Run 1, a small window of the routed layout:
Region (33, 4) to (53, 24) microns. Cells in grey, sequential cells in the stronger grey; small squares are vias.
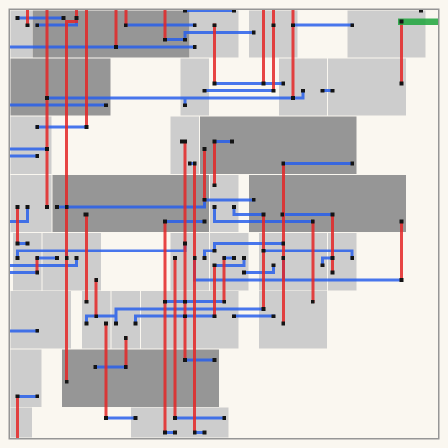
Run 1, where the registers sit:
(8 px per micron)
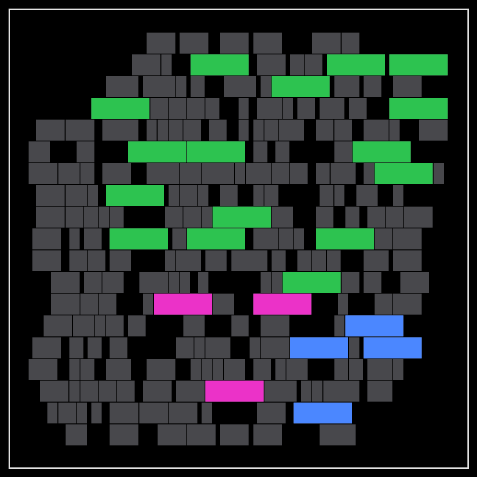
Run 1, routing congestion:
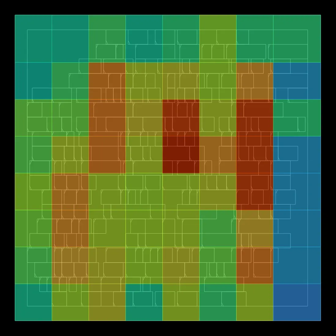
<file path="src/rtl/multicycle_controller_pkg.sv">
// Shared constants for the multi-cycle accumulator-CPU controller:
// opcodes, accumulator source selects and the sequencer state enum.
package multicycle_controller_pkg;

  localparam logic [3:0] OP_NOP     = 4'b0000;
  localparam logic [3:0] OP_ADD     = 4'b0001;
  localparam logic [3:0] OP_SUB     = 4'b0010;
  localparam logic [3:0] OP_NOR     = 4'b0011;
  localparam logic [3:0] OP_REG2ACC = 4'b0100;
  localparam logic [3:0] OP_ACC2REG = 4'b0101;
  localparam logic [3:0] OP_JZR     = 4'b0110;
  localparam logic [3:0] OP_JZI     = 4'b0111;
  localparam logic [3:0] OP_JCR     = 4'b1000;
  localparam logic [3:0] OP_JMPR    = 4'b1001;
  localparam logic [3:0] OP_JCI     = 4'b1010;
  localparam logic [3:0] OP_SHL     = 4'b1011;
  localparam logic [3:0] OP_SHR     = 4'b1100;
  localparam logic [3:0] OP_IMM2ACC = 4'b1101;
  localparam logic [3:0] OP_JMPI    = 4'b1110;
  localparam logic [3:0] OP_HALT    = 4'b1111;

  localparam logic [1:0] SELACC_IMM = 2'b00;
  localparam logic [1:0] SELACC_ALU = 2'b01;
  localparam logic [1:0] SELACC_REG = 2'b10;

  typedef enum logic [2:0] {
    ST_FETCH  = 3'd0,
    ST_DECODE = 3'd1,
    ST_EXEC   = 3'd2,
    ST_HALT   = 3'd3,
    ST_FAULT  = 3'd4
  } state_t;

endpackage

</file>
<file path="src/rtl/multicycle_controller.sv">
// Multi-cycle controller: FETCH/DECODE/EXEC sequencing with fetch handshake,
// fetch-timeout fault, resumable HALT and a wrapping retired-instruction count.
//
// state  | meaning
// FETCH  | IFetchReq high, wait for IFetchAck or time out
// DECODE | opcode settles on SelALU, no strobes
// EXEC   | one cycle of datapath strobes, retire the instruction
// HALT   | parked until Resume, which bumps the PC
// FAULT  | fetch timed out; sticky until CLB
module multicycle_controller
  import multicycle_controller_pkg::*;
#(
  parameter int SELALU_W      = 4,
  parameter int FETCH_TIMEOUT = 15,
  parameter int RETIRE_W      = 16
) (
  input  logic                CLK,
  input  logic                CLB,
  input  logic                Z,
  input  logic                C,
  input  logic [3:0]          Opcode,
  input  logic                IFetchAck,
  input  logic                Resume,
  output logic                IFetchReq,
  output logic                LoadIR,
  output logic                IncPC,
  output logic                SelPC,
  output logic                LoadPC,
  output logic                LoadReg,
  output logic                LoadAcc,
  output logic [1:0]          SelAcc,
  output logic [SELALU_W-1:0] SelALU,
  output logic                LoadFlags,
  output logic                Halted,
  output logic                Fault,
  output logic [RETIRE_W-1:0] RetireCount
);

  localparam int WAIT_W = $clog2(FETCH_TIMEOUT + 1);
  localparam logic [WAIT_W-1:0] WAIT_LAST = WAIT_W'(FETCH_TIMEOUT - 1);

  state_t              state_q, state_d;
  logic [WAIT_W-1:0]   wait_q, wait_d;
  logic [RETIRE_W-1:0] retire_q, retire_d;

  always_ff @(posedge CLK) begin
    if (!CLB) begin
      state_q  <= ST_FETCH;
      wait_q   <= '0;
      retire_q <= '0;
    end else begin
      state_q  <= state_d;
      wait_q   <= wait_d;
      retire_q <= retire_d;
    end
  end

  always_comb begin
    state_d     = state_q;
    wait_d      = '0;
    retire_d    = retire_q;
    IFetchReq   = 1'b0;
    LoadIR      = 1'b0;
    IncPC       = 1'b0;
    SelPC       = 1'b0;
    LoadPC      = 1'b0;
    LoadReg     = 1'b0;
    LoadAcc     = 1'b0;
    SelAcc      = SELACC_IMM;
    SelALU      = '0;
    LoadFlags   = 1'b0;
    Halted      = 1'b0;
    Fault       = 1'b0;

    case (state_q)
      ST_FETCH: begin
        IFetchReq = 1'b1;
        if (IFetchAck) begin
          LoadIR  = 1'b1;
          state_d = ST_DECODE;
        end else if (wait_q == WAIT_LAST) begin
          state_d = ST_FAULT;
        end else begin
          wait_d = wait_q + 1'b1;
        end
      end
      ST_DECODE: begin
        SelALU  = SELALU_W'(Opcode);
        state_d = ST_EXEC;
      end
      ST_EXEC: begin
        // ALU op stays on SelALU so the result captured this cycle is valid
        SelALU   = SELALU_W'(Opcode);
        retire_d = retire_q + 1'b1;
        state_d  = ST_FETCH;
        case (Opcode)
          OP_ADD, OP_SUB, OP_NOR, OP_SHL, OP_SHR: begin
            LoadAcc   = 1'b1;
            SelAcc    = SELACC_ALU;
            LoadFlags = 1'b1;
            IncPC     = 1'b1;
          end
          OP_REG2ACC: begin
            LoadAcc = 1'b1;
            SelAcc  = SELACC_REG;
            IncPC   = 1'b1;
          end
          OP_ACC2REG: begin
            LoadReg = 1'b1;
            IncPC   = 1'b1;
          end
          OP_IMM2ACC: begin
            LoadAcc = 1'b1;
            SelAcc  = SELACC_IMM;
            IncPC   = 1'b1;
          end
          OP_JZR, OP_JZI: begin
            LoadPC = Z;
            SelPC  = Z & (Opcode == OP_JZI);
            IncPC  = ~Z;
          end
          OP_JCR, OP_JCI: begin
            LoadPC = C;
            SelPC  = C & (Opcode == OP_JCI);
            IncPC  = ~C;
          end
          OP_JMPR: LoadPC = 1'b1;
          OP_JMPI: begin
            LoadPC = 1'b1;
            SelPC  = 1'b1;
          end
          OP_HALT: state_d = ST_HALT;
          default: IncPC = 1'b1;
        endcase
      end
      ST_HALT: begin
        Halted = 1'b1;
        if (Resume) begin
          IncPC   = 1'b1;
          state_d = ST_FETCH;
        end
      end
      ST_FAULT: Fault = 1'b1;
      default:  state_d = ST_FETCH;
    endcase

    // Reset is synchronous, but the outputs must read zero for the whole
    // cycle CLB is low, including the aborted cycle itself.
    if (!CLB) begin
      IFetchReq = 1'b0;
      LoadIR    = 1'b0;
      IncPC     = 1'b0;
      SelPC     = 1'b0;
      LoadPC    = 1'b0;
      LoadReg   = 1'b0;
      LoadAcc   = 1'b0;
      SelAcc    = 2'b00;
      SelALU    = '0;
      LoadFlags = 1'b0;
      Halted    = 1'b0;
      Fault     = 1'b0;
    end
  end

  assign RetireCount = CLB ? retire_q : '0;

endmodule

</file>
<file path="config.mk">
export PLATFORM = sky130hd
export DESIGN_NAME = multicycle_controller
export DESIGN_NICKNAME = d
export VERILOG_FILES = /design/src/rtl/multicycle_controller_pkg.sv /design/src/rtl/multicycle_controller.sv
export SDC_FILE = /design/constraint.sdc
export NUM_CORES = 1
export LEC_CHECK = 0
export CAP_MARGIN = 20
export CORE_MARGIN = 2
export CORE_UTILIZATION = 50
export DETAILED_ROUTE_END_ITERATION = 7
export GPL_ROUTABILITY_DRIVEN = 0
export GPL_TIMING_DRIVEN = 0
export PLACE_DENSITY = 0.84
export RECOVER_POWER = 25
export SKIP_LAST_GASP = 1
export SLEW_MARGIN = 10
export SYNTH_ARGS = -nofsm -noshare
export SYNTH_HDL_FRONTEND = slang
export SYNTH_SLANG_ARGS = --single-unit
</file>
<file path="constraint.sdc">
create_clock -name CLK -period 3.66 [get_ports CLK]
set_clock_uncertainty 0.2 [all_clocks]
set_input_delay 0.549 -clock CLK [delete_from_list [all_inputs] [get_ports CLK]]
set_output_delay 0.549 -clock CLK [all_outputs]
set_load 0.02 [all_outputs]
</file>
==> run_results.csv, run 1 <==
group,metric,value,unit
route,met1Wirelength,1.44,mm
cells_and_area,area.share.combinational,0.461,
critical_path,slowest_delay,640,ps
power,cell_internal_power,0.340,mW
cells_and_area,buf_share,0.247,
clock_network,cts_resized,0,
cells_and_area,antenna_cells,0,
floorplanning,core-area,2710,sq um
timing,setup_viol_count_final,0,
critical_path,rrSetupSlack,1400,ps
floorplanning,total_die_size,3270,sq um
global_route,globalRouteOverflowTotal,0,
global_route,global_route_wire_length_before_repair,5.41,mm
power,clockPowerShare,0.250,
cells_and_area,n_sequential_cell,23,
power,power_switching_share,0.275,
cells_and_area,layout_top_cells,"38 x sky130_fd_sc_hd__clkdlybuf4s50_1, 30 x sky130_fd_sc_hd__nor2_1, 23 x sky130_fd_sc_hd__dfxtp_1",
critical_path,cp.arrival,2640,ps
power,finalPower,0.469,mW
timing,post-route-worst-setup-slack,268,ps
synthesis,yosysWarnings,0,
cells_and_area,final_layout_size_suffix_gt1_frac,0.0448,
timing,setup_total_negative_slack,0,ps
placed_design,placedInstanceArea,1850,sq um
floorplanning,die_h,57.2,microns
floorplanning,taps,31,
synthesis,synth_seq_share,0.326,
clock_network,cts_setup_buffers,0,
timing,finalWorstPathRequiredPeriod,3390,ps
power,power_top_consumer,"sequential cells",
timing,worst_slew_margin_rel,0.676,
power,power_density,251,nW/um^2
synthesis,yosysTopAreaCellShare,0.326,
critical_path,worst_path_most_repeated_cell,"sky130_fd_sc_hd__a21oi_1",
cells_and_area,clock_buffers,4,
power,seqPwrFrac,0.553,
placed_design,detailedPlace.worstSlack,361,ps
hold_path,min-delay-path-class,"reg2reg",
run_status,run_status,"finished clean",
cells_and_area,nNonClkInverters,5,
cells_and_area,final_common_cell,"sky130_fd_sc_hd__clkdlybuf4s50_1",
clock_network,clk_pin_slew_worst_paths,120,ps
route,routed_via_count,1348,
timing,max_frequency,0.295,GHz
power,clock_net_power,0.117,mW
route,routed_via_density,5.31,
clock_network,clock_tree.buffer_depth,2,
timing,rsz0062_at_grt,"false",
synthesis,ys_area,1410,sq um
cells_and_area,layout_top_registers,"retire_q: 16 flops, wait_q: 4 flops, state_q: 3 flops",
placed_design,buffer_ports.inserted,40,
cells_and_area,final_cells,254,
critical_path,worstPathCellList,"dlygate4sd3_1 -> nor2b_1 -> a21oi_1 -> or2_2 -> a21oi_1 -> buf_4 -> clkdlybuf4s50_1",
clock_network,clock_latency,310,ps
critical_path,worst_setup_path_startpoint,"Opcode[3]",
synthesis,post_synth_edffs,0,
synthesis,ys_sh_mux,0.0469,
critical_path,worst_reg2reg_endpoint,"retire_q[13]",
floorplanning,boundaryPins,42,
synthesis,count_of_different_cell_masters_after_synthesis,40,
clock_network,postCtsHoldBufs,0,
route,dr_top_layer,"met4",
cells_and_area,nNetsFinal,237,
cells_and_area,comb_cell_area,861,sq um
clock_network,clock_tree_from_tritoncts,"yes",
synthesis,floorplan.nets,192,
timing,finalClockPeriodUsage,0.927,
power,irDropWorstVdd,247,uV
global_route,first_global_vias,1265,
synthesis,synth.most_common_cell,"sky130_fd_sc_hd__nor2_1",
power,leakage_power,0.685,nW
critical_path,timing.critical_path.max_delay_family,"buffers and inverters",
clock_network,htree_levels,1,
critical_path,critPathSlowestCell,"sky130_fd_sc_hd__dlygate4sd3_1",
synthesis,synth-cells-yosys,179,
cells_and_area,num-nonclk-buffers,52,
route,wl_met3,163,microns
global_route,globalRouteMet2Util,0.376,
route,total_wirelength,3.20,mm
-- 'a small window of the routed layout' (at the start) --
legend:
  red:
    layer: met2
  blue:
    layer: met1
  green:
    layer: met3
sequential cells in the window: 6
netlist names of flops here include: wait_q (4)
cells with their middle in the window: 29
most frequent: nor2_1 (6), dfxtp_1 (6)

-- 'where the registers sit' (at the start) --
legend:
  magenta:
    netlist_name: state_q
    flops: 3
  green:
    netlist_name: retire_q
    flops: 16
  blue:
    netlist_name: wait_q
    flops: 4
    where: south-east
sequential-cell power consumption: 0.259 mW
post-layout util: 0.689
Seq area share: 0.247
sequential cell area in the final layout: 460 sq um

-- 'routing congestion' (at the start) --
global route hottest layer: met2
GR Layer Usage met3: 0.0454

Run 1, wiring by layer:
(6 px per micron)
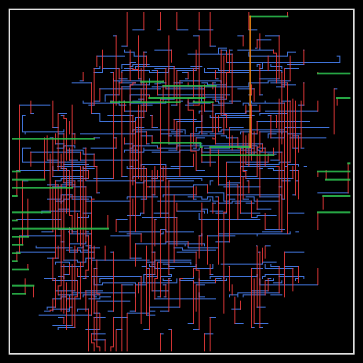

--- run 2 (diff from run 1) ---
--- a/config.mk
+++ b/config.mk
@@ -6,7 +6,6 @@
 export NUM_CORES = 1
 export LEC_CHECK = 0
 export CAP_MARGIN = 20
-export CORE_MARGIN = 2
 export CORE_UTILIZATION = 50
 export DETAILED_ROUTE_END_ITERATION = 7
 export GPL_ROUTABILITY_DRIVEN = 0
Run 2, wiring by layer:
(6 px per micron)
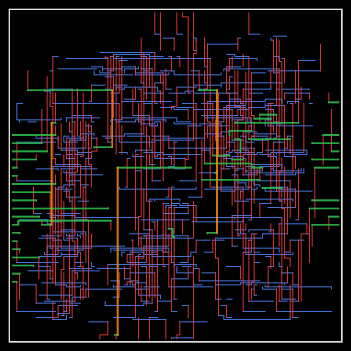
legend:
  orange:
    layer: met4
    wire_length: 78.2 microns
  green:
    layer: met3
    wire_length: 220 microns
  blue:
    layer: met1
    wire_length: 1350 microns
  red:
    layer: met2
    wire_length: 1680 microns

Run 2, clock distribution:
(4 px per micron)
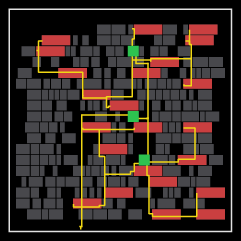
legend:
  yellow:
    item: clock wires
    length: 282 microns
  red:
    item: flip-flops
    count: 23
  green:
    item: cells driving clock nets
    count: 3
routed clock nets: 4

==> run_results.csv, run 2 <==
group,metric,value,unit
critical_path,cp.arrival,2680,ps
timing,finalWorstPathRequiredPeriod,3430,ps
clock_network,htree_levels,1,
floorplanning,taps,30,
critical_path,worst_setup_path_startpoint,"Opcode[3]",
power,power_top_consumer,"sequential cells",
power,clock_net_power,0.120,mW
power,seq_cell_power,0.259,mW
power,power_switching_share,0.280,
timing,finalClockPeriodUsage,0.937,
critical_path,rrSetupSlack,1530,ps
clock_network,clk_pin_slew_worst_paths,120,ps
cells_and_area,final_common_cell,"sky130_fd_sc_hd__clkdlybuf4s50_1",
global_route,globalRouteMet2Util,0.446,
critical_path,slowest_delay,650,ps
cells_and_area,nNetsFinal,237,
critical_path,critPathSlowestCell,"sky130_fd_sc_hd__dlygate4sd3_1",
power,leakage_power,0.699,nW
timing,max_frequency,0.292,GHz
timing,worst_slew_margin_rel,0.685,
cells_and_area,buf_share,0.246,
cells_and_area,n_sequential_cell,23,
timing,setup_total_negative_slack,0,ps
floorplanning,total_die_size,3040,sq um
run_status,run_status,"finished clean",
synthesis,ys_sh_mux,0.0469,
cells_and_area,final_cells,253,
synthesis,ys_area,1410,sq um
power,clockPowerShare,0.254,
timing,post-route-worst-setup-slack,232,ps
cells_and_area,num-nonclk-buffers,52,
power,power_density,252,nW/um^2
hold_path,min-delay-path-class,"reg2reg",
synthesis,synth-cells-yosys,179,
synthesis,yosysTopAreaCellShare,0.326,
clock_network,clock_latency,310,ps
synthesis,count_of_different_cell_masters_after_synthesis,40,
route,routed_via_count,1434,
critical_path,timing.critical_path.max_delay_family,"buffers and inverters",
cells_and_area,nNonClkInverters,5,
placed_design,buffer_ports.inserted,40,
clock_network,cts_resized,0,
critical_path,worstPathCellList,"dlygate4sd3_1 -> nor2b_1 -> a21oi_1 -> or2_2 -> a21oi_1 -> buf_4 -> clkdlybuf4s50_1",
critical_path,worst_path_most_repeated_cell,"sky130_fd_sc_hd__a21oi_1",
cells_and_area,seq_area,460,sq um
route,met1Wirelength,1.35,mm
route,wl_met3,220,microns
route,dr_top_layer,"met4",
cells_and_area,layout_top_registers,"retire_q: 16 flops, wait_q: 4 flops, state_q: 3 flops",
clock_network,clock_tree_from_tritoncts,"yes",
global_route,first_global_vias,1230,
route,routed_via_density,5.67,
clock_network,cts_setup_buffers,0,
timing,rsz0062_at_grt,"false",
critical_path,worst_reg2reg_endpoint,"retire_q[13]",
global_route,gr_layer_usage_met3,0.0410,
power,seqPwrFrac,0.549,
Power and IR drop assume default switching activity.
